### config.mk
export PLATFORM = sky130hd
export DESIGN_NAME = dds_sweep_ctrl
export DESIGN_NICKNAME = d
export VERILOG_FILES = /design/src/rtl/dds_sweep_ctrl.sv
export SDC_FILE = /design/constraint.sdc
export NUM_CORES = 1
export LEC_CHECK = 0
export CORE_ASPECT_RATIO = 0.7
export CORE_MARGIN = 2
export CORE_UTILIZATION = 50
export CTS_BUF_LIST = sky130_fd_sc_hd__clkbuf_8
export DETAILED_ROUTE_END_ITERATION = 10
export PLACE_DENSITY = 0.84
export SKIP_LAST_GASP = 1
export SYNTH_ARGS = -nofsm -noshare
export SYNTH_HDL_FRONTEND = slang
export SYNTH_SLANG_ARGS = --single-unit
### constraint.sdc
create_clock -name clk -period 4.7 [get_ports clk]
set_clock_uncertainty 0.05 [all_clocks]
set_input_delay 0.94 -clock clk [delete_from_list [all_inputs] [get_ports clk]]
set_output_delay 0.94 -clock clk [all_outputs]
set_load 0.005 [all_outputs]
### src/rtl/dds_sweep_ctrl.sv
// dds_sweep_ctrl: steps a DDS tuning word from f_start to f_stop, dwelling on each point,
// in single-shot or continuous mode.
module dds_sweep_ctrl #(
  parameter int FW = 16,
  parameter int DW = 16
) (
  input  logic          clk,
  input  logic          rst,
  input  logic          start_i,
  input  logic          abort_i,
  input  logic          continuous_i,
  input  logic [FW-1:0] f_start_i,
  input  logic [FW-1:0] f_stop_i,
  input  logic [FW-1:0] f_step_i,
  input  logic [DW-1:0] dwell_i,
  output logic          en_o,
  output logic          load_o,
  output logic [FW-1:0] freq_word_o,
  output logic          busy_o,
  output logic          done_o,
  output logic          err_o
);
  typedef enum logic [1:0] {IDLE, LOAD, RUN, DONE} state_t;
  state_t state, state_n;
  logic [FW-1:0] cfg_start, cfg_stop, cfg_step, word_n;
  logic [DW-1:0] cfg_dwell, cnt, cnt_n;
  logic cfg_cont, en_n, load_n, busy_n, done_n, err_n, lat;
  logic [FW:0] nxt;
  logic adv;
  assign nxt = {1'b0, freq_word_o} + {1'b0, cfg_step};
  // a zero step never advances, so it must not be allowed to loop a single-shot sweep
  assign adv = (cfg_step != '0) && (nxt <= {1'b0, cfg_stop});
  always_comb begin
    state_n = state;
    en_n = 1'b0;
    load_n = 1'b0;
    busy_n = 1'b0;
    done_n = 1'b0;
    err_n = 1'b0;
    lat = 1'b0;
    word_n = freq_word_o;
    cnt_n = cnt;
    case (state)
      IDLE: if (start_i && !abort_i) begin
        if (f_start_i <= f_stop_i) begin
          lat = 1'b1;
          state_n = LOAD;
          {en_n, load_n, busy_n} = 3'b111;
          word_n = f_start_i;
        end else err_n = 1'b1;
      end
      LOAD: begin
        state_n = RUN;
        {en_n, busy_n} = 2'b11;
        cnt_n = (cfg_dwell == '0) ? DW'(1) : cfg_dwell;
      end
      RUN: begin
        {en_n, busy_n} = 2'b11;
        if (cnt != DW'(1)) cnt_n = cnt - DW'(1);
        else if (adv || cfg_cont) begin
          state_n = LOAD;
          load_n = 1'b1;
          word_n = adv ? nxt[FW-1:0] : cfg_start;
        end else begin
          state_n = DONE;
          {en_n, busy_n, done_n} = 3'b001;
        end
      end
      DONE: state_n = IDLE;
    endcase
    if (abort_i && state != IDLE) begin
      state_n = IDLE;
      {en_n, load_n, busy_n, done_n} = 4'b0000;
      word_n = freq_word_o;
      cnt_n = cnt;
    end
  end
  always_ff @(posedge clk or negedge rst) begin
    if (!rst) begin
      state <= IDLE;
      {en_o, load_o, busy_o, done_o, err_o} <= '0;
      freq_word_o <= '0;
      cnt <= '0;
      {cfg_start, cfg_stop, cfg_step} <= '0;
      cfg_dwell <= '0;
      cfg_cont <= 1'b0;
    end else begin
      state <= state_n;
      {en_o, load_o, busy_o, done_o, err_o} <= {en_n, load_n, busy_n, done_n, err_n};
      freq_word_o <= word_n;
      cnt <= cnt_n;
      if (lat) begin
        {cfg_start, cfg_stop, cfg_step} <= {f_start_i, f_stop_i, f_step_i};
        cfg_dwell <= dwell_i;
        cfg_cont <= continuous_i;
      end
    end
  end
endmodule

Figure 1. Congestion heat map.
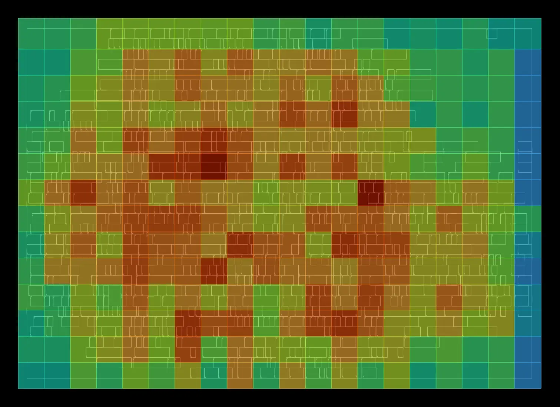
global-route met1 utilization: 0.395
met3 layer usage reported by global route: 0.0539
GRT Util Overall: 0.250
fin util: 0.638
most used routing layer in global routing: met1

Figure 2. Metal 1.
Scale bar: 50 µm. Cells faint in the background.
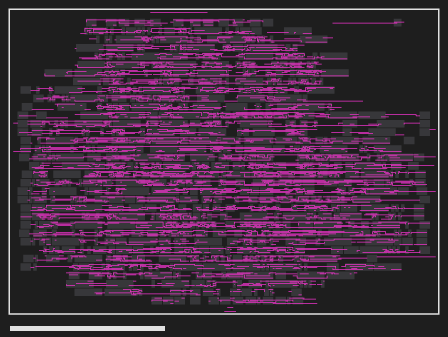
share of all routed wire: 48%
longest straight run: 38.2 µm
nets with wire on the layer: 856
main direction: horizontal

Figure 3. Close-up of the layout.
Scale bar: 5 µm. Region (94, 63) to (114, 83) µm. Cells in grey, sequential cells in the stronger grey; small squares are vias.
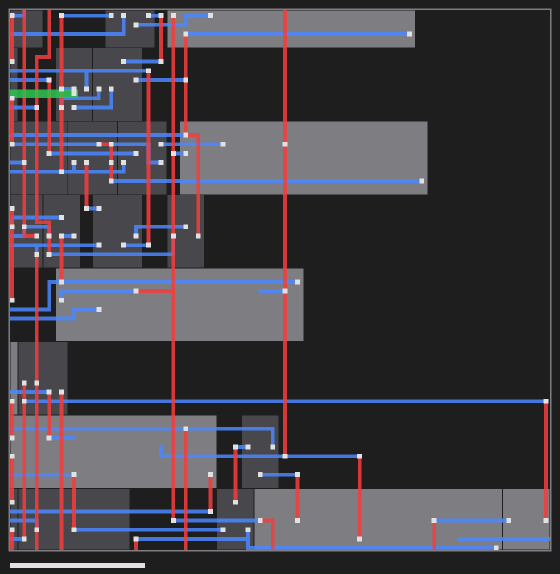
[M1] blue
[M2] red
[M3] green
sequential cells in the window: 5
netlist names of flops here include: cnt (3)
cells with their middle in the window: 19
most frequent: dfrtp_1 (5), o21ai_0 (4), nand2_1 (3)

Figure 4. Wiring by layer.
Scale bar: 50 µm. Only two layers are drawn.
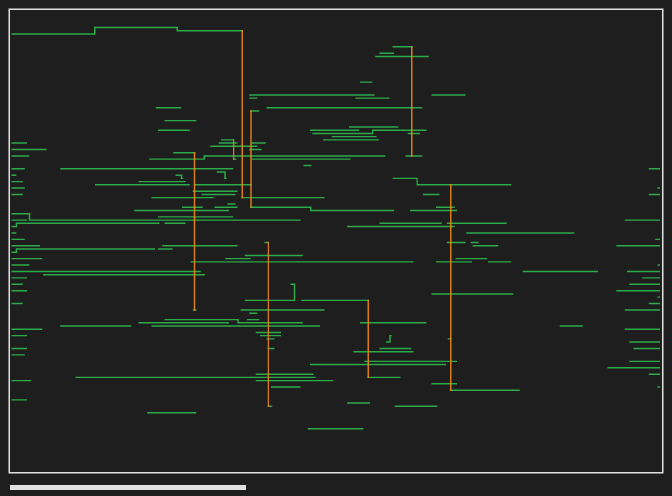
[M4] orange | wire length: 211 µm
[M3] green | wire length: 1,560 µm

Figure 5. Routed metal per tile.
28 x 20 tiles, from white (low) to dark blue (high), scaled to the fullest tile. Values are wire area over tile area, all layers added.
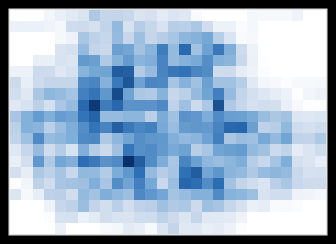
densest ninth of the die: centre
emptiest ninth of the die: north-east
mean over tiles: 0.21
nearly empty tiles: 15%

==> layer usage <==
metal,GRT usage,vias up,wire length (µm)
li1,-,2727,-
met1,0.395,2658,8170
met2,0.348,262,7000
met3,0.0539,20,1560
met4,0.0589,0,210
met5,0,-,0
==> timing repair <==
action / in CTS / in global routing
cloned: 0 / 1
endpoints found under the hold margin: 0 / 0
pin swaps: 0 / 8
setup buffers: 0 / 12
endpoints found under the setup margin: 7 / 17
gates resized: 1 / 23
==> state kept, by name (all words and copies together), names as in the netlist <==
register     count
cfg_dwell       16
cfg_start       16
cfg_step        16
cfg_stop        16
cnt             16
freq_word_o     16
state            2
busy_o           1
cfg_cont         1
done_o           1
err_o            1
load_o           1
==> where the power goes <==
part	internal, mW	total, mW	switching (mW)
Combinational	1.86	4.02	2.15
Sequential	1.30	1.71	0.407
Clock	0.217	0.546	0.328
==> layout make-up <==
| class | instances | area (µm²) |
|---|---|---|
| Clock buffer | 10 | 138 |
| Clock inverter | 6 | 53.8 |
| Fill cell | 1035 | 4460 |
| Inverter | 46 | 173 |
| Multi-Input combinational cell | 553 | 3570 |
| Sequential cell | 103 | 2580 |
| Tap cell | 162 | 203 |
| Timing Repair Buffer | 119 | 1160 |
==> worst reg2reg max path, cell delays in order (launching register included) <==
cell       delay [ns]
dfrtp_1          0.43
ha_1             0.32
o21ai_0          0.15
a211oi_2         0.32
a21oi_2          0.10
a21oi_2          0.22
mux2_4           0.32
or2_2            0.30
ha_1             0.29
nand4_1          0.12
a21oi_1          0.05
or3_1            0.36
a221oi_2         0.32
o31ai_4          0.15
a211oi_4         0.29
a2bb2oi_4        0.22
clkbuf_16        0.20
mux2_4           0.30
==> flow_metrics.env <==
# physical design summary
export IMPL_syn_cell_area_mm2=0.00630
export IMPL_post_syn_instances=733
export IMPL_timing_max_cap_violations=0
export IMPL_top_cell_area_share=0.409
export IMPL_final_instance_count_excl_fill=999
export IMPL_die_area_mm2=0.0135
export IMPL_grt_first_pass_wirelength_mm=27.2
export IMPL_post_place_cells=970
export IMPL_route_antenna_remaining_nets=0
export IMPL_layout_drive_gt1_share=0.114
export IMPL_critical_path_arrival_ns=4.84
export IMPL_nNetsFinal=952
export IMPL_maxSlewHeadroom=0.245
export IMPL_antenna_found_initial=0
export IMPL_hold_path_endpoint="cfg_start[8]"
export IMPL_edf_count=0
export IMPL_setup_viol=0
export IMPL_pin_slew_with_the_least_headroom_to_its_limit_ns=1.13
export IMPL_ys_ff=103
export IMPL_die_h_um=97.9
export IMPL_status="finished clean"
export IMPL_worst_r2r_setup_slack_ns=0.08
export IMPL_dpl_worst_slack_ns=0.0164
export IMPL_ff_to_ff_end="freq_word_o[14]"
Power figures rest on the tool's default switching activity, not on a simulated workload.
